### src/rtl/lu_sequencer_if.sv
// Bundle between lu_sequencer, its upstream producer, the logical_unit
// datapath and the weight ROM. The sequencer takes the slave view.
interface lu_sequencer_if #(
  parameter int WORD_SIZE  = 16,
  parameter int ADDR_WIDTH = 4
);
  logic [WORD_SIZE-1:0]  data_i;
  logic                  valid_i;
  logic                  ready_o;
  logic [ADDR_WIDTH-1:0] addr_o;
  logic [WORD_SIZE-1:0]  lu_data_o;
  logic                  lu_reset_o;
  logic                  add_bias_o;
  logic                  sum_en_o;
  logic                  valid_o;
  logic                  ready_i;

  modport slave (
    input  data_i, valid_i, ready_i,
    output ready_o, addr_o, lu_data_o, lu_reset_o, add_bias_o, sum_en_o, valid_o
  );

  modport master (
    output data_i, valid_i, ready_i,
    input  ready_o, addr_o, lu_data_o, lu_reset_o, add_bias_o, sum_en_o, valid_o
  );
endinterface

### src/rtl/lu_sequencer.sv
// Control sequencer for one logical_unit neuron: clears the accumulator,
// loads the bias, streams INPUT_SIZE weighted inputs, waits out the LU
// pipeline and then holds the result until the consumer takes it.
//
// state   | meaning
// --------+-----------------------------------------------------------
// S_CLEAR | one cycle, lu_reset_o high, accumulator cleared
// S_BIAS  | one cycle, bias word (addr 0) added via add_bias/sum_en
// S_ACCUM | accepting inputs, addr = k+1, sum_en follows valid_i
// S_WAIT  | LU_LATENCY cycles for the LU output pipeline to settle
// S_DONE  | valid_o high, LU untouched until ready_i
module lu_sequencer #(
  parameter int WORD_SIZE  = 16,
  parameter int INPUT_SIZE = 8,
  parameter int LU_LATENCY = 0,
  parameter int ADDR_WIDTH = $clog2(INPUT_SIZE + 1)
) (
  input  logic           clk_i,
  input  logic           reset_n_i,
  lu_sequencer_if.slave  bus
);

  typedef enum logic [2:0] {
    S_CLEAR,
    S_BIAS,
    S_ACCUM,
    S_WAIT,
    S_DONE
  } state_t;

  localparam int WAIT_W = (LU_LATENCY > 0) ? $clog2(LU_LATENCY + 1) : 1;
  localparam logic [ADDR_WIDTH-1:0] K_LAST = ADDR_WIDTH'(INPUT_SIZE - 1);
  // Down-counter load value: terminal count 0 is reached after LU_LATENCY cycles.
  localparam logic [WAIT_W-1:0] WAIT_LOAD = (LU_LATENCY > 0) ? WAIT_W'(LU_LATENCY - 1) : '0;

  state_t                state;
  logic [ADDR_WIDTH-1:0] k;
  logic [WAIT_W-1:0]     wait_cnt;
  logic [ADDR_WIDTH-1:0] addr_q;
  logic                  ready_q;
  logic                  valid_q;
  logic                  bias_q;
  logic                  lu_reset_q;
  logic [WORD_SIZE-1:0]  fwd_data;

  // Sequencer state, input counter, latency timer and registered controls.
  always_ff @(posedge clk_i or negedge reset_n_i) begin
    if (!reset_n_i) begin
      state      <= S_CLEAR;
      k          <= '0;
      wait_cnt   <= '0;
      addr_q     <= '0;
      ready_q    <= 1'b0;
      valid_q    <= 1'b0;
      bias_q     <= 1'b0;
      lu_reset_q <= 1'b1;
    end else begin
      case (state)
        S_CLEAR: begin
          lu_reset_q <= 1'b0;
          bias_q     <= 1'b1;
          addr_q     <= '0;
          state      <= S_BIAS;
        end
        S_BIAS: begin
          bias_q  <= 1'b0;
          ready_q <= 1'b1;
          addr_q  <= ADDR_WIDTH'(1);
          state   <= S_ACCUM;
        end
        S_ACCUM: begin
          if (bus.valid_i && ready_q) begin
            if (k == K_LAST) begin
              k       <= '0;
              ready_q <= 1'b0;
              addr_q  <= '0;
              if (LU_LATENCY == 0) begin
                valid_q <= 1'b1;
                state   <= S_DONE;
              end else begin
                wait_cnt <= WAIT_LOAD;
                state    <= S_WAIT;
              end
            end else begin
              k      <= k + ADDR_WIDTH'(1);
              addr_q <= k + ADDR_WIDTH'(2);
            end
          end
        end
        S_WAIT: begin
          if (wait_cnt == '0) begin
            valid_q <= 1'b1;
            state   <= S_DONE;
          end else begin
            wait_cnt <= wait_cnt - WAIT_W'(1);
          end
        end
        S_DONE: begin
          if (bus.ready_i) begin
            valid_q    <= 1'b0;
            lu_reset_q <= 1'b1;
            state      <= S_CLEAR;
          end
        end
        default: begin
          state      <= S_CLEAR;
          k          <= '0;
          wait_cnt   <= '0;
          addr_q     <= '0;
          ready_q    <= 1'b0;
          valid_q    <= 1'b0;
          bias_q     <= 1'b0;
          lu_reset_q <= 1'b1;
        end
      endcase
    end
  end

  // sum_en must follow valid_i in the same cycle during ACCUM, so it is the
  // only control that is not purely registered.
  assign fwd_data       = bus.data_i;
  assign bus.lu_data_o  = fwd_data;
  assign bus.ready_o    = ready_q;
  assign bus.addr_o     = addr_q;
  assign bus.lu_reset_o = lu_reset_q;
  assign bus.add_bias_o = bias_q;
  assign bus.sum_en_o   = bias_q | (ready_q & bus.valid_i);
  assign bus.valid_o    = valid_q;

endmodule
### src/flat_wrapper.sv
// flat-port wrapper written by rule: the top's interface ports become plain ports
module lu_sequencer_flat 
#(
  parameter int WORD_SIZE  = 16,
  parameter int INPUT_SIZE = 8,
  parameter int LU_LATENCY = 0,
  parameter int ADDR_WIDTH = $clog2(INPUT_SIZE + 1)
)
  (clk_i, reset_n_i, bus_data_i, bus_valid_i, bus_ready_i, bus_ready_o, bus_addr_o, bus_lu_data_o, bus_lu_reset_o, bus_add_bias_o, bus_sum_en_o, bus_valid_o);
  lu_sequencer_if #(.WORD_SIZE(WORD_SIZE), .ADDR_WIDTH(ADDR_WIDTH)) bus_i ();
  input  logic clk_i;
  input  logic reset_n_i;
  input wire logic [$bits(bus_i.data_i)-1:0] bus_data_i;
  input wire logic [$bits(bus_i.valid_i)-1:0] bus_valid_i;
  input wire logic [$bits(bus_i.ready_i)-1:0] bus_ready_i;
  output wire logic [$bits(bus_i.ready_o)-1:0] bus_ready_o;
  output wire logic [$bits(bus_i.addr_o)-1:0] bus_addr_o;
  output wire logic [$bits(bus_i.lu_data_o)-1:0] bus_lu_data_o;
  output wire logic [$bits(bus_i.lu_reset_o)-1:0] bus_lu_reset_o;
  output wire logic [$bits(bus_i.add_bias_o)-1:0] bus_add_bias_o;
  output wire logic [$bits(bus_i.sum_en_o)-1:0] bus_sum_en_o;
  output wire logic [$bits(bus_i.valid_o)-1:0] bus_valid_o;
  assign bus_i.data_i = bus_data_i;
  assign bus_i.valid_i = bus_valid_i;
  assign bus_i.ready_i = bus_ready_i;
  assign bus_ready_o = bus_i.ready_o;
  assign bus_addr_o = bus_i.addr_o;
  assign bus_lu_data_o = bus_i.lu_data_o;
  assign bus_lu_reset_o = bus_i.lu_reset_o;
  assign bus_add_bias_o = bus_i.add_bias_o;
  assign bus_sum_en_o = bus_i.sum_en_o;
  assign bus_valid_o = bus_i.valid_o;
  lu_sequencer #(.WORD_SIZE(WORD_SIZE), .INPUT_SIZE(INPUT_SIZE), .LU_LATENCY(LU_LATENCY), .ADDR_WIDTH(ADDR_WIDTH)) u_core (.clk_i(clk_i), .reset_n_i(reset_n_i), .bus(bus_i));
endmodule
### config.mk
export PLATFORM = sky130hd
export DESIGN_NAME = lu_sequencer_flat
export DESIGN_NICKNAME = d
export VERILOG_FILES = /design/src/rtl/lu_sequencer_if.sv /design/src/rtl/lu_sequencer.sv /design/src/flat_wrapper.sv
export SDC_FILE = /design/constraint.sdc
export NUM_CORES = 1
export LEC_CHECK = 0
export ABC_AREA = 0
export CAP_MARGIN = 20
export CELL_PAD_IN_SITES_DETAIL_PLACEMENT = 0
export CELL_PAD_IN_SITES_GLOBAL_PLACEMENT = 2
export CORE_UTILIZATION = 20
export CTS_BUF_LIST = sky130_fd_sc_hd__clkbuf_16
export DETAILED_ROUTE_END_ITERATION = 16
export GPL_TIMING_DRIVEN = 1
export PLACE_DENSITY_LB_ADDON = 0.1
export SLEW_MARGIN = 20
export SYNTH_ARGS = -nofsm -noshare
export SYNTH_HDL_FRONTEND = slang
export SYNTH_SLANG_ARGS = --single-unit
export TNS_END_PERCENT = 50
### constraint.sdc
create_clock -name clk_i -period 1.5 [get_ports clk_i]
set_clock_uncertainty 0.2 [all_clocks]
set_input_delay 0.3 -clock clk_i [delete_from_list [all_inputs] [get_ports clk_i]]
set_output_delay 0.3 -clock clk_i [all_outputs]
set_load 0.02 [all_outputs]
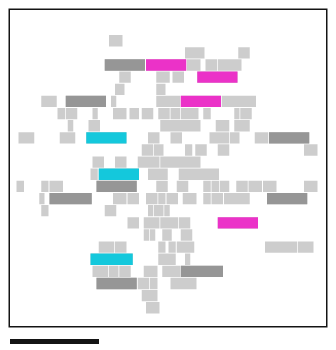
(run_1/ff_map.png)
Bar = 20 um.
colour	netlist name	flops
cyan	u_core.state	3
magenta	u_core.k	4
not coloured	8

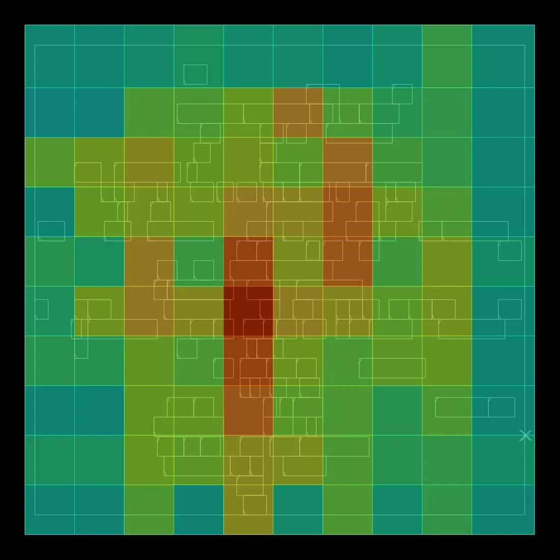
(run_1/congestion_map.png)
combined global-route utilization of all metal layers: 11.1%
global-route met3 utilization: 3.85%

==> out/metrics.sh, run 1 <==
FINALNETCOUNT=144
MET3_WIRELENGTH_UM=86
TIMING.CRITICAL_PATH.ARRIVAL_PS=1480
AREA.SEQUENTIAL_UM2=379
MET2ROUTEDLENGTH_MM=1.15
COMB_POWER_SHARE_PCT=57.0
GROUTE.LAYER.MET1.USAGE_PCT=14.4
AREA_OF_THE_SYNTHESIZED_NETLIST_PER_YOSYS_STAT_UM2=947
AREA_GROWTH_PCT=42.3
DRT_ITER0_MARKERS=34
FLOORPLAN.DIE.HEIGHT_UM=70.8
PLACE_HPWL_MM=1.80
FINAL_PERIOD_MINUS_WORST_SETUP_SLACK_PS=1510
FP.COREAREA_UM2=4440
SEQ_CELL_POWER_uW=718
PLACEDCELLCOUNT=166
R2R_DEPTH=3
NETLIST.AREA_LEADER.SHARE_PCT=37.0
SYNTHESIZED_AREA_PER_CELL_UM2=9.66
NUMBER_OF_MULTI_INPUT_COMBINATIONAL_CELLS_IN_THE_LAYOUT=58
RSZ0062_AT_GRT='true'
WORST_MARGIN_PIN_SLEW_PS=255
SYNTHMOSTINSTANTIATEDCELL='sky130_fd_sc_hd__buf_4'
CP_SLOWEST_CELL='sky130_fd_sc_hd__or4b_4'
POWER_SWITCHING_SHARE_PCT=38.8
SYNTH.AREA.MUX_SHARE_PCT=0
TRITONCTS.NUM_BUFFERS=3
INVERTERS_EXCL_CLOCK=4
INSERTION_DELAY_PS=240
LAYOUT.NON_CLOCK_BUFFERS=40
DRT_DRC_VIOLATIONS_LEFT=2
WL_MET1_MM=1.29
SH_SEQ_AREA_PCT=28.1
DIEAREA_UM2=5010
SYNTH_CELL_TYPE_COUNT=37
RRSETUPSLACK_PS=-10
POWER.STATIC_LEAKAGE_nW=0.617
GLOBALROUTEOVERFLOWTOTAL=0
STATUS='complete, but fails checks'
ADDER_SHARE_PCT=2.64
POWER_COMBINATIONAL_mW=1.65
DETAIL_ROUTE.VIAS_PER_CELL=4.73
VIOLATIONS='DRC, setup timing'
SYNTH.YOSYS.WARNINGS=0
COMB-CELL-SHARE_PCT=35.1
POST_CTS_RESIZE_COUNT=19
SETUP_TNS_PS=-11.4
DRT_PASS1_ITERATIONS=12
IO_PINS=45
SEQ_CELLS=15
PROPORTION_OF_SYNTHESIZED_FLIP_FLOPS_HAVING_ASYNCHRONOUS_SET_OR_RESET_PCT=100
POST-ROUTE-WORST-SETUP-SLACK_PS=-11.4
CLKSINKCOUNT=15
PRE_CTS_WS_PS=-497
POWER.LARGEST_GROUP='combinational logic'
HOLD_CLASS='in2async'
SETUP_VIOL_COUNT_FINAL=1
WORST_IR_DROP_VDD_mV=0.559
FINAL.PERIOD_UTILIZATION_PCT=101
POSTSYNTHNETCOUNT=120
TIMING.HOLD.WS_PS=192
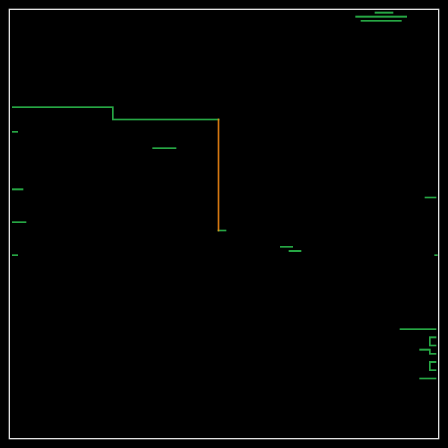
(run_1/layers.png)
Only two layers are drawn.
colour	layer	wire length
orange	M4	18.4 um
green	M3	86.9 um

## Run 2: what changed since run 1
Settings changed: CAP_MARGIN 20 to 40, CORE_MARGIN set to 4.
==> run 2 against run 1 <==
  * The run ends with setup timing left
  * Core utilization shrank 0.76 points
  * Largest power group unchanged
  * Flip-flop count unchanged
  * Sequential share of layout area is 0.53 points higher
  * Global-route usage down 1.4 points
  * Clock power about the same
  * Highest routed layer unchanged
  * Design area down 1.9%
==> out/metrics.sh, run 2 <==
SYNTHMOSTINSTANTIATEDCELL='sky130_fd_sc_hd__buf_4'
WORST_IR_DROP_VDD_mV=0.606
GLOBALROUTEOVERFLOWTOTAL=0
POWER.LARGEST_GROUP='combinational logic'
RRSETUPSLACK_PS=-10
GROUTE.USAGE.OVERALL_PCT=9.71
LAYOUT.NON_CLOCK_BUFFERS=38
FP.COREAREA_UM2=4470
STATUS='complete, but fails checks'
RSZ0062_AT_GRT='true'
SYNTH.YOSYS.WARNINGS=0
N_CLOCK_BUFFER=3
FINALWIRELENGTH_MM=2.72
SEQ_CELLS=15
PLACEDCELLCOUNT=166
DRT_DRC_VIOLATIONS_LEFT=0
PLACE_HPWL_MM=1.96
CRIT_CELLS=4
VIA_COUNT=803
SETUP_TNS_PS=-36.8
DRT_PASS1_ITERATIONS=4
WORST_PATH_CLASS_SETUP='reg2reg'
COMB_POWER_SHARE_PCT=56.5
SYNTH.AREA.MUX_SHARE_PCT=0
TIMING.HOLD.WS_PS=184
INVERTERS_EXCL_CLOCK=4
AREA.SEQUENTIAL_UM2=379
WL_MET1_MM=1.32
HOLD_CLASS='in2async'
R2R_DEPTH=4
NON_FILLER_CELLS_FINAL=171
NUM-FILL-CELLS=480
MET3_WIRELENGTH_UM=115
POWER_COMBINATIONAL_mW=1.62
SEQ_CELL_POWER_uW=718
DRT_ITER0_MARKERS=33
SYNTH_CELL_TYPE_COUNT=37
WORST_MARGIN_PIN_SLEW_PS=265
COMB-CELL-SHARE_PCT=35.7
TRITONCTS.NUM_BUFFERS=3
SYNTHESIZED_AREA_PER_CELL_UM2=9.66
FINALNETCOUNT=142
YOSYSTOPAREACELL='sky130_fd_sc_hd__dfrtp_1'
SH_SEQ_AREA_PCT=28.7
POST_CTS_RESIZE_COUNT=24
NUMBER_OF_MULTI_INPUT_COMBINATIONAL_CELLS_IN_THE_LAYOUT=58
CLKSINKCOUNT=15
TIMING.CRITICAL_PATH.ARRIVAL_PS=1450
FINAL_PERIOD_MINUS_WORST_SETUP_SLACK_PS=1510
IO_PINS=45
AREA_OF_THE_SYNTHESIZED_NETLIST_PER_YOSYS_STAT_UM2=947
POST-ROUTE-WORST-SETUP-SLACK_PS=-11.7
POSTSYNTHNETCOUNT=120
CP_SLOWEST_CELL='sky130_fd_sc_hd__dfrtp_2'
VIOLATIONS='setup timing'
DETAIL_ROUTE.VIAS_PER_CELL=4.70
FLOORPLAN.DIE.HEIGHT_UM=76.8
SETUP_VIOL_COUNT_FINAL=4
GRT_PASS1_WL_MM=4.53
INSERTION_DELAY_PS=250
LAYOUT-DRIVE-GT1-SHARE_PCT=41.2
FINAL.PERIOD_UTILIZATION_PCT=101
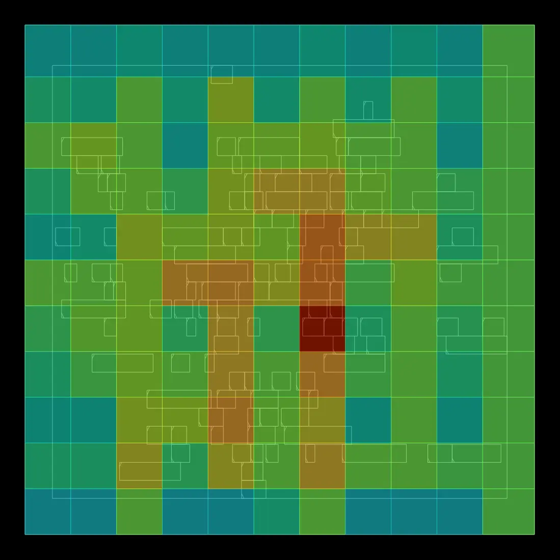
(run_2/congestion_map.png)
global-route met3 utilization: 3.28%
met1 Resource Use GR: 12.2%
busiest grt layer: met2

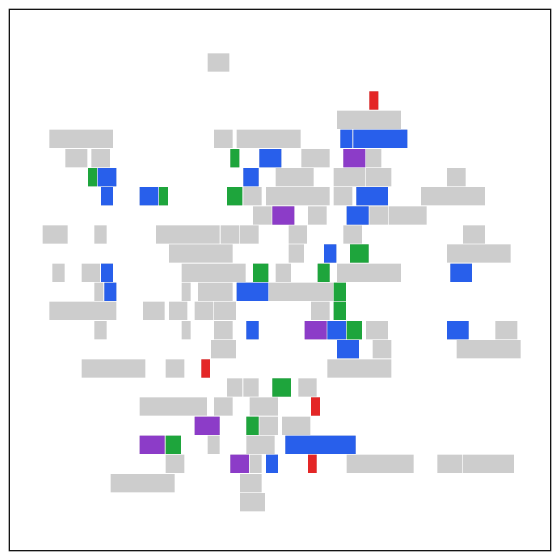
(run_2/gates.png)
colour	family	cells
purple	non-inverting ao/oa cells	6
red	inv cells	4
blue	aoi and oai cells	20
green	nand cells	13

## Run 3: what changed since run 2
Settings changed: CORE_MARGIN 4 to 2.
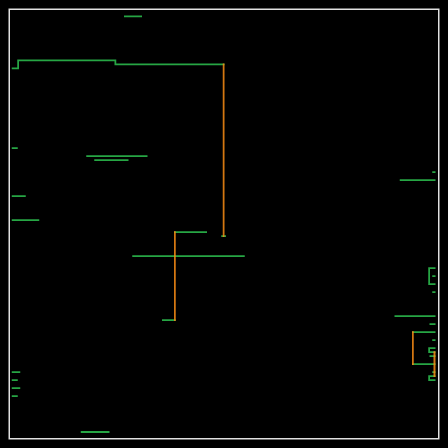
(run_3/layers.png)
Only two layers are drawn.
colour	layer	wire length
green	M3	130 um
orange	M4	53.7 um

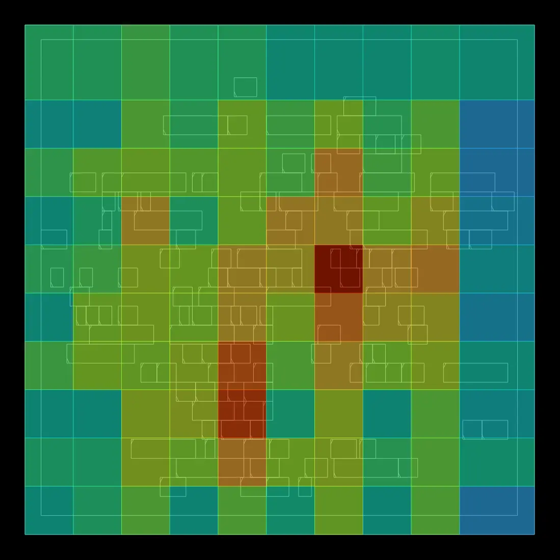
(run_3/congestion_map.png)
combined global-route utilization of all metal layers: 11.9%
Core Util, Final: 29.2%
met1 Resource Use GR: 14.5%
DR WL/cell: 15.8 um
global-route met3 utilization: 4.14%

==> run 3 against run 2 <==
  * Worst hold slack got worse by 4.8 ps
  * Core utilization shrank 0.37 points
  * Critical path depth is the same
  * Final cell count increased by 4.1%
  * Combinational power up 6%
  * The run still ends with setup timing left
  * Non-clock buffer count up 5
  * Flip-flop count unchanged
  * Worst setup slack improved by 1.2 ps
  * Count of clock-buffer cells in the layout unchanged
  * Design area rose by 2.2%
  * Synthesized cell count stayed put
  * Sequential power about the same
==> out/metrics.sh, run 3 <==
STATUS='complete, but fails checks'
VIOLATIONS='setup timing'
RSZ0062_AT_GRT='true'
FINAL.PERIOD_UTILIZATION_PCT=101
NUM-FILL-CELLS=509
NUMBER_OF_MULTI_INPUT_COMBINATIONAL_CELLS_IN_THE_LAYOUT=58
SYNTHESIZED_AREA_PER_CELL_UM2=9.66
GLOBALROUTEOVERFLOWTOTAL=0
TIMING.HOLD.WS_PS=179
FP.COREAREA_UM2=4630
POWER_COMBINATIONAL_mW=1.71
IO_PINS=45
LAYOUT-DRIVE-GT1-SHARE_PCT=41.9
SETUP_VIOL_COUNT_FINAL=1
POST-ROUTE-WORST-SETUP-SLACK_PS=-10.5
FINAL_PERIOD_MINUS_WORST_SETUP_SLACK_PS=1510
AREA_OF_THE_SYNTHESIZED_NETLIST_PER_YOSYS_STAT_UM2=947
HOLD_CLASS='in2async'
WORST_MARGIN_PIN_SLEW_PS=271
TRITONCTS.NUM_BUFFERS=3
DRT_DRC_VIOLATIONS_LEFT=0
POWER.STATIC_LEAKAGE_nW=0.620
GRT_PASS1_WL_MM=4.67
INVERTERS_EXCL_CLOCK=4
POWER.LARGEST_GROUP='combinational logic'
SETUP_TNS_PS=-10.5
RRSETUPSLACK_PS=-10
CP_SLOWEST_CELL='sky130_fd_sc_hd__dfrtp_1'
WORST_PATH_CLASS_SETUP='reg2reg'
PLACEDCELLCOUNT=171
PLACE_HPWL_MM=2.00
ADDER_SHARE_PCT=2.64
PROPORTION_OF_SYNTHESIZED_FLIP_FLOPS_HAVING_ASYNCHRONOUS_SET_OR_RESET_PCT=100
SYNTH_CELL_TYPE_COUNT=37
FLOORPLAN.DIE.HEIGHT_UM=72.8
POST_CTS_RESIZE_COUNT=23
COMB-CELL-SHARE_PCT=34.3
SH_SEQ_AREA_PCT=28.1
POSTSYNTHNETCOUNT=120
GRT_BUSIEST_LAYER='met2'
CRIT_CELLS=4
LAYOUT.NON_CLOCK_BUFFERS=43

==> screenshots <==
Cell sizes after repair.
image #1
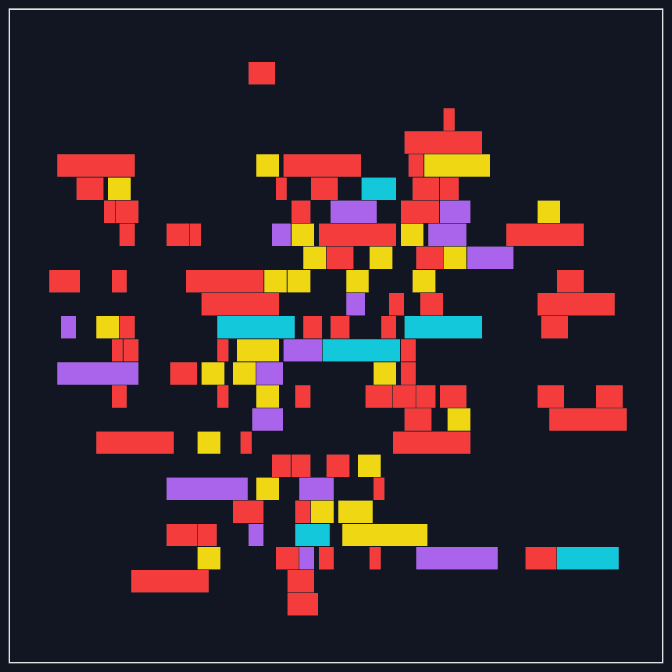
image #2
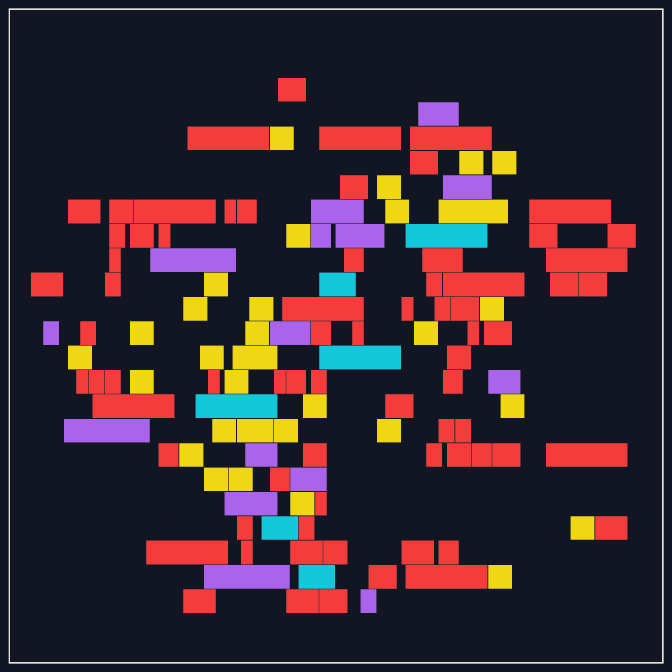
Image #1 comes from run 2.
Image #2 comes from run 3.

Power figures rest on the tool's default switching activity, not on a simulated workload.
